Fig. 1: run 1, routed metal, one color a layer
Drawn at 4 px/µm. Only two layers are drawn.
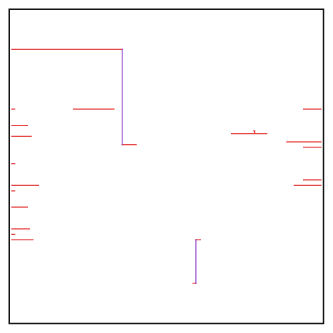
Fig. 2: run 1, clock wiring as the flow saved it
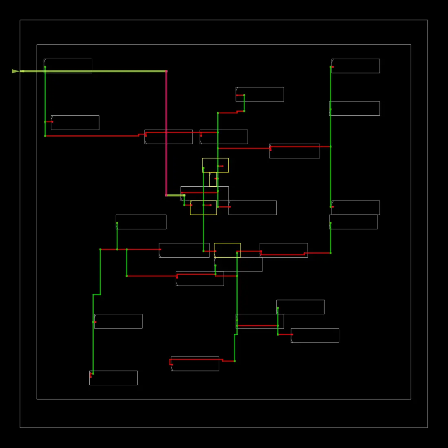
Fig. 3: run 1, pin placement
Drawn at 4 px/µm. Pins as bars across the die edge, other pins in gray.
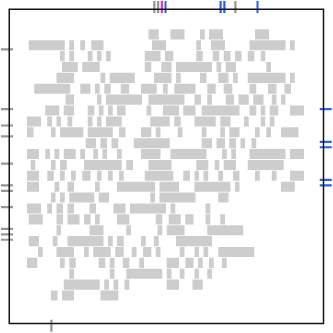
Fig. 4: run 1, logic cells by family
Drawn at 4 px/µm.
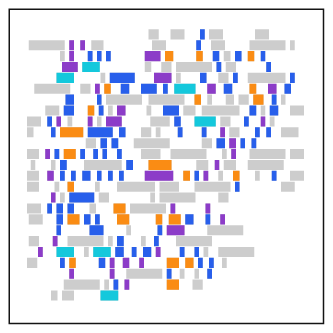
--- config.mk ---
export PLATFORM = sky130hd
export DESIGN_NAME = regression_ctrl
export DESIGN_NICKNAME = d
export VERILOG_FILES = /design/src/rtl/regression_pkg.sv /design/src/rtl/regression_wdog.sv /design/src/rtl/regression_ctrl.sv
export SDC_FILE = /design/constraint.sdc
export NUM_CORES = 1
export LEC_CHECK = 0
export ABC_AREA = 1
export CAP_MARGIN = 30
export CELL_PAD_IN_SITES_DETAIL_PLACEMENT = 1
export CELL_PAD_IN_SITES_GLOBAL_PLACEMENT = 2
export CORE_MARGIN = 3
export CORE_UTILIZATION = 30
export CTS_CLUSTER_DIAMETER = 50
export CTS_CLUSTER_SIZE = 25
export DETAILED_ROUTE_END_ITERATION = 8
export GPL_TIMING_DRIVEN = 0
export PLACE_DENSITY = 0.84
export SLEW_MARGIN = 30
export SYNTH_ARGS = -nofsm -noshare
export SYNTH_HDL_FRONTEND = slang
export SYNTH_SLANG_ARGS = --single-unit
--- constraint.sdc ---
create_clock -name clk -period 1.75 [get_ports clk]
set_input_delay 0.2625 -clock clk [delete_from_list [all_inputs] [get_ports clk]]
set_output_delay 0.2625 -clock clk [all_outputs]
set_load 0.02 [all_outputs]
--- src/rtl/regression_pkg.sv ---
// Shared definitions for the least-squares regression sequencer and its sibling datapath blocks.
// Holds the controller state encoding, default job geometry and the sample width.
package regression_pkg;

    typedef enum logic [2:0] {
        ST_IDLE   = 3'd0,
        ST_CLEAR  = 3'd1,
        ST_ACCUM  = 3'd2,
        ST_DRAIN  = 3'd3,
        ST_INVERT = 3'd4,
        ST_COEF   = 3'd5,
        ST_DONE   = 3'd6,
        ST_ERR    = 3'd7
    } state_t;

    localparam int DEF_N       = 256;
    localparam int DEF_CNT_W   = 9;
    localparam int DEF_ACC_LAT = 3;
    localparam int DEF_TIMEOUT = 255;
    localparam int WDOG_W      = 8;
    localparam int SAMPLE_W    = 12;

    function automatic logic is_busy(input state_t s);
        return !((s == ST_IDLE) || (s == ST_ERR));
    endfunction

endpackage

--- src/rtl/regression_wdog.sv ---
// Timeout counter shared by the INVERT and COEF wait states.
// expired is high on the LIMIT-th cycle after the last clear.
module regression_wdog
    import regression_pkg::*;
#(
    parameter int LIMIT = DEF_TIMEOUT
) (
    input  logic              clk,
    input  logic              rst_n,
    input  logic              clr,
    input  logic              en,
    output logic [WDOG_W-1:0] count,
    output logic              expired
);

    logic [WDOG_W-1:0] count_reg;

    always_ff @(posedge clk or negedge rst_n) begin
        if (!rst_n) begin
            count_reg <= '0;
        end else if (clr) begin
            count_reg <= '0;
        end else if (en && !expired) begin
            count_reg <= count_reg + 1'b1;
        end
    end

    // The first cycle in a wait state sees 0, so LIMIT-1 marks the LIMIT-th cycle.
    assign expired = (count_reg == WDOG_W'(LIMIT - 1));
    assign count   = count_reg;

endmodule

--- src/rtl/regression_ctrl.sv ---
// Sequencer for the regression datapath: clears/enables the accumulators for N samples,
// then launches inversion and coefficient compute with a shared timeout. Drives strobes only.
module regression_ctrl
    import regression_pkg::*;
#(
    parameter int N       = DEF_N,
    parameter int CNT_W   = DEF_CNT_W,
    parameter int ACC_LAT = DEF_ACC_LAT,
    parameter int TIMEOUT = DEF_TIMEOUT
) (
    input  logic             clk,
    input  logic             rst_n,
    input  logic             start,
    input  logic             abort,
    input  logic             in_valid,
    output logic             in_ready,
    output logic             acc_clr,
    output logic             acc_en,
    output logic             acc_last,
    output logic             inv_start,
    input  logic             inv_done,
    output logic             coef_start,
    input  logic             coef_done,
    output logic             busy,
    output logic             done,
    output logic             err,
    output logic [CNT_W-1:0] sample_cnt
);

    localparam int DRAIN_W = $clog2(ACC_LAT) + 1;

    state_t             state_reg;
    logic [CNT_W-1:0]   sample_cnt_reg;
    logic [DRAIN_W-1:0] drain_cnt_reg;

    logic               accept;
    logic               last_sample;
    logic               in_wait;
    logic               wait_done;
    logic               wdog_clr;
    logic               wdog_expired;
    logic [WDOG_W-1:0]  wdog_count;

    assign accept      = in_valid && in_ready;
    assign last_sample = (sample_cnt_reg == CNT_W'(N - 1));
    assign in_wait     = (state_reg == ST_INVERT) || (state_reg == ST_COEF);
    assign wait_done   = ((state_reg == ST_INVERT) && inv_done) ||
                         ((state_reg == ST_COEF)   && coef_done);

    // Restarting on success means COEF also begins with a zero count.
    assign wdog_clr = !in_wait || wait_done || abort;

    regression_wdog #(
        .LIMIT(TIMEOUT)
    ) u_wdog (
        .clk     (clk),
        .rst_n   (rst_n),
        .clr     (wdog_clr),
        .en      (in_wait),
        .count   (wdog_count),
        .expired (wdog_expired)
    );

    always_ff @(posedge clk or negedge rst_n) begin
        if (!rst_n) begin
            state_reg      <= ST_IDLE;
            sample_cnt_reg <= '0;
            drain_cnt_reg  <= '0;
        end else if (abort) begin
            state_reg <= ST_IDLE;
        end else begin
            case (state_reg)
                ST_IDLE: begin
                    if (start) begin
                        state_reg <= ST_CLEAR;
                    end
                end
                ST_CLEAR: begin
                    sample_cnt_reg <= '0;
                    drain_cnt_reg  <= '0;
                    state_reg      <= ST_ACCUM;
                end
                ST_ACCUM: begin
                    if (accept) begin
                        sample_cnt_reg <= sample_cnt_reg + 1'b1;
                        if (last_sample) begin
                            drain_cnt_reg <= '0;
                            state_reg     <= ST_DRAIN;
                        end
                    end
                end
                ST_DRAIN: begin
                    if (drain_cnt_reg == DRAIN_W'(ACC_LAT - 1)) begin
                        state_reg <= ST_INVERT;
                    end else begin
                        drain_cnt_reg <= drain_cnt_reg + 1'b1;
                    end
                end
                ST_INVERT: begin
                    // A done arriving on the expiry cycle still wins.
                    if (inv_done) begin
                        state_reg <= ST_COEF;
                    end else if (wdog_expired) begin
                        state_reg <= ST_ERR;
                    end
                end
                ST_COEF: begin
                    if (coef_done) begin
                        state_reg <= ST_DONE;
                    end else if (wdog_expired) begin
                        state_reg <= ST_ERR;
                    end
                end
                ST_DONE: begin
                    state_reg <= ST_IDLE;
                end
                ST_ERR: begin
                    if (start) begin
                        state_reg <= ST_CLEAR;
                    end
                end
                default: begin
                    state_reg <= ST_IDLE;
                end
            endcase
        end
    end

    assign in_ready   = (state_reg == ST_ACCUM);
    assign acc_en     = accept;
    assign acc_last   = accept && last_sample;
    assign acc_clr    = (state_reg == ST_CLEAR);
    // Launch strobes fire only on the zero-count first cycle of their wait state.
    assign inv_start  = (state_reg == ST_INVERT) && (wdog_count == '0);
    assign coef_start = (state_reg == ST_COEF) && (wdog_count == '0);
    assign busy       = is_busy(state_reg);
    assign done       = (state_reg == ST_DONE);
    assign err        = (state_reg == ST_ERR);
    assign sample_cnt = sample_cnt_reg;

endmodule

==> results.yml, run 1 <==
# yosys + openroad results
synth:
  yosys_area_um2: 1560
  edf_count: 0
  syn_inst: 211
  ys_warn_count: 0
  yosys_cells: 211
  flop_cell: "dfrtp_1"
  syn_area_per_cell_um2: 7.41
  ys_seq_share_pct: 36.8
  top_cell: "nand2_1"
  synth_flops: 23
  synth_area_um2: 1560
  synthTopCellsByArea: "dfrtp_1 (37%), nand2_1 (13%), nor2_1 (6.7%), inv_1 (6.5%), ha_1 (5.6%)"
  top_cell_area_share_pct: 36.8
power:
  power_mw: 2.03
  powerDensity_nw_per_um2: 978
timing:
  fin_ws_ps: -142
  hold-worst-slack_ps: -22.7
  relSlewSlack_pct: 62.3
  finClkSkew_ps: 2.68
  min_period_ps: 1890
  setup_viol_count_final: 2
  drv_slew: 0
  rsz0062_at_grt: "true"
  tightest_slew_ps: 566
  hold_violations: 23
run_status:
  violations: "hold timing, setup timing"
  run_status: "finished with violations"
detailed_routing:
  postRouteAntennaNets: 0
  num_vias: 1482
  drt_first_pass_iters: 4
  via_per_inst: 4.66
  wl_per_cell_um: 12.8
clock_network:
  clk-insertion-delay-late_ps: 260
  cts_tree: "yes"
  cts-buffers-inserted: 3
  clk_path_buf_depth: 2
  path_clk_slew_ps: 90
  root_buffer: "clkbuf_8"
  hold_buffers: 0
worst_setup_path:
  worstPathRequired_ps: 1490
  worst_ep_arrival_time_ps: 1630
  crit_type: "register to output pin"
  start_kind: "register"
  crit-reg2reg-launch: "sample_cnt[1]"
  cp_max_fo: 3
job:
  max_cap_violations: 0
  tool_warnings: 31
placed_design:
  placed_cell_area_um2: 1890
  routabilityCongestion: 0.751
cells_and_area:
  area_growth_pct: 32.8
  largest_reg_flops: 9
  nets: 266
  fin_util_pct: 42.5
  diodes: 0
global_routing:
  grt_overflow: 0
  grt_pass1_wl_um: 6930
floorplanning:
  fp-utilization_pct: 32.0
  core_um2: 4880
  die-area_um2: 6110
hold_path:
  hp-class: "input port to async pin"
Back to the opening pictures, Fig. 1:
legend:
  purple:
    layer: metal 4
    wire_length: 34.7 µm
  red:
    layer: metal 3
    wire_length: 113 µm

Back to the opening pictures, Fig. 2:
Clock Sinks: 23
Power Clock: 0.346 mW

Back to the opening pictures, Fig. 3:
legend:
  magenta:
    port: `acc_last`
    pins: 1
    direction: output
    edge: top
  blue:
    port: `sample_cnt`
    pins: 9
    direction: output
    edge: 5 right, 4 top
Die Y: 78.2 µm
die width: 78.2 µm
input/output buffers: 24

Back to the opening pictures, Fig. 4:
legend:
  orange:
    family: aoi and oai cells
    cells: 23
    most_used: o21ai_1
  cyan:
    family: fa/ha/maj cells
    cells: 7
    most_used: ha_1
  blue:
    family: nand cells
    cells: 84
    most_used: nand2_1
  purple:
    family: nor cells
    cells: 36
    most_used: nor2_1

run 1: worst max-delay path: stages, from the launching register on:
cell     delay (ps)
dfrtp_1         370
ha_2            190
nand2_2          60
inv_2            80
nand2_2          60
nor2_2          110
ha_2            180
nor3b_2         160
buf_4           160
run 1: metrics by stage:
stage                     TNS [ps]  worst slack (ps)
after global placement       -1190              -471
after global routing          -765              -242
after floorplan                  0              5.77
final                         -144              -142
after CTS                     -180              -180
after detailed placement     -1250              -470
run 1: per-layer routing:
metal	GRT usage, %	share of wire (%)	vias up
li1	-	-	752
met1	18.7	49	703
met2	23.1	48	23
met3	1.72	2.7	4
met4	3.50	0.83	0
met5	0	0	-
run 1: logic make-up (layout without fill, tap and decap cells):
| family | Yosys count | in the layout | synth area share [%] |
|---|---|---|---|
| simple gates | 120 | 120 | 35.8 |
| fa+ha+maj | 7 | 7 | 5.60 |
| compound gates | 23 | 23 | 10.6 |
| flops | 23 | 23 | 36.8 |
| buf+inv | 34 | 74 | 8.97 |
| xor+xnor | 4 | 4 | 2.24 |
run 1: cell type report:
cell class | instances | area [µm²] | share of cell area, %
Inverter | 33 | 133 | 6.39
Buffer | 1 | 7.51 | 0.362
Tap cell | 67 | 83.8 | 4.04
Multi-Input combinational cell | 154 | 925 | 44.5
Clock buffer | 4 | 45.0 | 2.17
Timing Repair Buffer | 36 | 302 | 14.5
Sequential cell | 23 | 581 | 28.0
run 1: how the worst max path moves through the flow:
stage	endpoint	cells after the start	slack, ps
final	acc_last	8	-140
after global routing	acc_last	8	-240
after CTS	acc_last	8	-180
after detailed placement	acc_last	8	-470
after global placement	acc_last	8	-470
after floorplan	acc_last	7	6
run 1: power breakdown:
group	total, mW	internal (mW)	leakage, nW	switching (mW)
logic	1.02	0.383	0.636	0.639
clock network	0.346	0.163	0.0228	0.184
registers	0.661	0.598	0.312	0.0629
run 1: placed cells by master, fill, tap and decap left out, types with 3 or more instances in the layout:
| cell | Yosys | routed |
|---|---|---|
| nand2_2 | 2 | 6 |
| clkdlybuf4s50_1 | 0 | 13 |
| nor2_4 | 0 | 3 |
| dlygate4sd2_1 | 0 | 3 |
| inv_1 | 27 | 25 |
| a21oi_2 | 3 | 3 |
| nand2_1 | 56 | 51 |
| nor2_1 | 28 | 24 |
| inv_2 | 3 | 5 |
| xor2_1 | 4 | 4 |
| nand3_4 | 1 | 3 |
| nor2_2 | 2 | 3 |
| dfrtp_2 | 0 | 4 |
| clkbuf_8 | 0 | 3 |
| nor3_1 | 3 | 3 |
| a21oi_1 | 3 | 3 |
| buf_4 | 1 | 16 |
| ha_1 | 7 | 5 |
| nand3_1 | 17 | 17 |
| o21ai_2 | 2 | 3 |
| nand4_1 | 3 | 3 |
| dfrtp_1 | 23 | 19 |
| o21ai_1 | 7 | 6 |
run 1: what timing repair did:
| action | in CTS | in global routing |
|---|---|---|
| buffers inserted | 4 | 8 |
| hold endpoints to repair | 0 | 0 |
| endpoints found under the setup margin | 15 | 13 |
| cloned | 0 | 0 |
| pin swaps | 1 | 15 |
| resized | 31 | 23 |
==> run 1 -> run 2 <==
SETUP_SLACK_MARGIN = 0.4   (was unset)
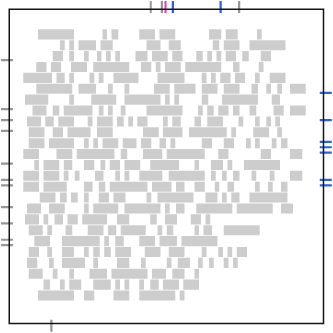
Fig. 5. Pin placement (run 2).
Drawn at 4 px/µm. Pins as bars across the die edge, other pins in gray.
legend:
  magenta:
    port: `acc_last`
    pins: 1
    direction: output
    edge: top
  blue:
    port: `sample_cnt`
    pins: 9
    direction: output
    edge: 7 right, 2 top
all pins by edge: 11 left, 7 right, 6 top, 1 bottom

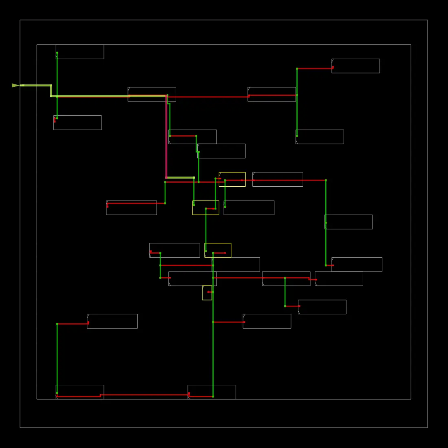
Fig. 6. Clock wiring as the flow saved it (run 2).
Latency at later pin: 270 ps
CTS buffer count: 3
Power Clock: 0.349 mW

==> results.yml, run 2 <==
# yosys + openroad results
run_status:
  run_status: "finished with violations"
  violations: "setup timing"
worst_setup_path:
  timing.critical_path.mode_cell: "nand2_4"
  slowest_delay_ps: 410
  cpMaxStageDelayCell: "dfrtp_2"
  worstPathRequired_ps: 1490
  cp_max_fo: 2
  worst_ep_arrival_time_ps: 1580
  end_kind: "output pin"
  start_kind: "register"
  crit_type: "register to output pin"
  crit_chain: "ha_4 > nand2_4 > inv_4 > nand2_4 > nor2_4 > ha_2 > nor3b_4 > buf_6"
synth:
  edf_count: 0
  syn_area_per_cell_um2: 7.41
  ys_seq_share_pct: 36.8
  fp_nets: 225
  synth-adder-area-share_pct: 5.60
  flop_cell: "dfrtp_1"
  largest_area_cell: "dfrtp_1"
  logic_family: "simple AND/OR/NAND/NOR gates"
  ys_warn_count: 0
  yosys_area_um2: 1560
  top_cell_area_share_pct: 36.8
  ys_sh_xor_pct: 2.24
  syn_inst: 211
  yosys_cells: 211
  top_cells_by_count: "nand2_1 (56), nor2_1 (28), inv_1 (27)"
  synthMuxAreaShare_pct: 0
  simple_gate_share_pct: 35.8
  top_cell: "nand2_1"
  async_reset_ff_share_pct: 100
  compound_area_share_pct: 10.6
  synth_flops: 23
  synthTopCellsByArea: "dfrtp_1 (37%), nand2_1 (13%), nor2_1 (6.7%), inv_1 (6.5%), ha_1 (5.6%)"
  synth_area_um2: 1560
  synth_cell_types: 34
power:
  power.leakage_nw: 1.22
  powerDensity_nw_per_um2: 997
  peakVddDrop_mv: 0.757
placed_design:
  dpl.cell_count: 302
  dp_slack_ps: -366
  portBuffers: 24
  routabilityCongestion: 0.746
  hpwlAfterDp_um: 2970
  placed_cell_area_um2: 1910
clock_network:
  clk_path_buf_depth: 2
  htreeDepth: 1
  cts_tree: "yes"
  path_clk_slew_ps: 100
  root_buffer: "clkbuf_8"
  cts_sinks: 23
floorplanning:
  die_h_um: 78.2
  ios: 25
  row_count: 25
  die_x_um: 78.2
  core_um2: 4880
  die-area_um2: 6110
  fp-utilization_pct: 32.0
global_routing:
  track_usage_pct: 15.7
  antenna_found_initial: 0
  grt_pass1_vias: 1647
  grt_overflow: 0
  grt_start_max_net_pins: 24
  grt_pass1_wl_um: 7910
timing:
  min_period_ps: 1840
  finalClockPeriodUsage_pct: 105
  hold_violations: 0
  fin_ws_ps: -94.1
  rsz0062_at_grt: "true"
  fmax_mhz: 542
  tightest_slew_ps: 580
  finalSetupTns_ps: -94.1
  drv_slew: 0
  setup_viol_count_final: 1
  relSlewSlack_pct: 61.3
  finClkSkew_ps: 8.01
detailed_routing:
  routed_wirelength_um: 5120
  wl_per_cell_um: 14.8
  drcViolationCount: 0
  drt_first_pass_iters: 4
  via_per_inst: 4.74
  num_vias: 1636
  drt-initial-drc-count: 20
  postRouteAntennaNets: 0
cells_and_area:
  instances_no_fill: 345
  fin_util_pct: 52.8
  diodes: 0
  fillerInstances: 599
  design_area_um2: 2580
  area_growth_pct: 64.9
  register_area_um2: 583
  layout_top_cells: "nand2_1 (46), buf_4 (26), inv_1 (21), buf_6 (21), nor2_1 (21)"
  mostFrequentLayoutCell: "nand2_1"
  nets: 293
  logic_area_um2: 1130
  largest_reg_flops: 9
  drive_gt1_share_pct: 43.9
hold_path:
  hp-class: "input port to async pin"
job:
  max_cap_violations: 0
  tool_warnings: 32
## run 2: netlist changes by cell type in the layout (fill, tap and decap cells not counted), sizes merged, moves of 2 or more
cell | previous run | this run
buf | 18 | 51
clkbuf | 6 | 3
clkdlybuf4s50 | 13 | 5
dlygate4sd2 | 3 | 5
## run 2: critical path: cells and delay by family, from the launching register on
kind / cells / cell delay [ps]
simple gates: 4 / 360
fa+ha+maj: 2 / 340
flops: 1 / 410
buf+inv: 2 / 210
## run 2: metal layers
layer | vias up | track usage [%] | part of all wire, %
li1 | 813 | - | -
met1 | 799 | 21.1 | 44
met2 | 20 | 27.7 | 53
met3 | 4 | 1.49 | 2.1
met4 | 0 | 2.80 | 0.61
met5 | - | 0 | 0
## run 2: where the power goes
group	internal, mW	total, mW	switching [mW]
clock	0.159	0.349	0.190
combinational	0.703	1.56	0.853
sequential	0.598	0.664	0.0657
total	1.46	2.57	1.11
## run 2: what timing repair did
item / in CTS / in global routing
buffers inserted: 25 / 12
hold buffers: 1 / 0
endpoints found under the hold margin: 11 / 0
resized: 115 / 43
pin swaps: 14 / 21
endpoints found under the setup margin: 40 / 34
gates cloned: 1 / 0
## run 2: final timing paths
path | slack, ps | to | startpoint | cells past startpoint
hold / removal | 510 | drain_cnt_reg[1] | rst_n | 2
max in group asynchronous | 820 | state_reg[1] | rst_n | 2
hold reg to reg | 540 | drain_cnt_reg[0] | drain_cnt_reg[0] | 2
setup reg to reg | 120 | state_reg[2] | sample_cnt[0] | 12
min in group clk | 540 | drain_cnt_reg[0] | drain_cnt_reg[0] | 2
setup / recovery | -90 | acc_last | sample_cnt[0] | 8
## run 2: cell type report
| class | instances | share of cell area, % |
|---|---|---|
| Tap cell | 67 | 3.25 |
| Clock inverter | 1 | 0.194 |
| Buffer | 1 | 0.437 |
| Inverter | 33 | 5.87 |
| Sequential cell | 23 | 22.6 |
| Clock buffer | 3 | 1.60 |
| Timing Repair Buffer | 62 | 22.1 |
| Multi-Input combinational cell | 155 | 43.9 |
## run 2: kinds of logic after synthesis
family                     after synthesis
buffers and inverters                   34
DFF                                     23
xor gates and xnor gates                 4
and+or+nand+nor                        120
AOI/OAI and AO/OA                       23
adders and majority gates                7
## run 2: stage by stage
step | power, mW | hold WS (ps)
after floorplan | 1.29 | -33.1
after global placement | 1.59 | 511
after detailed placement | 1.61 | 297
after CTS | 2.30 | 542
after global routing | 2.74 | 565
final | 2.57 | 514
Power is estimated from default activity; no workload was simulated.
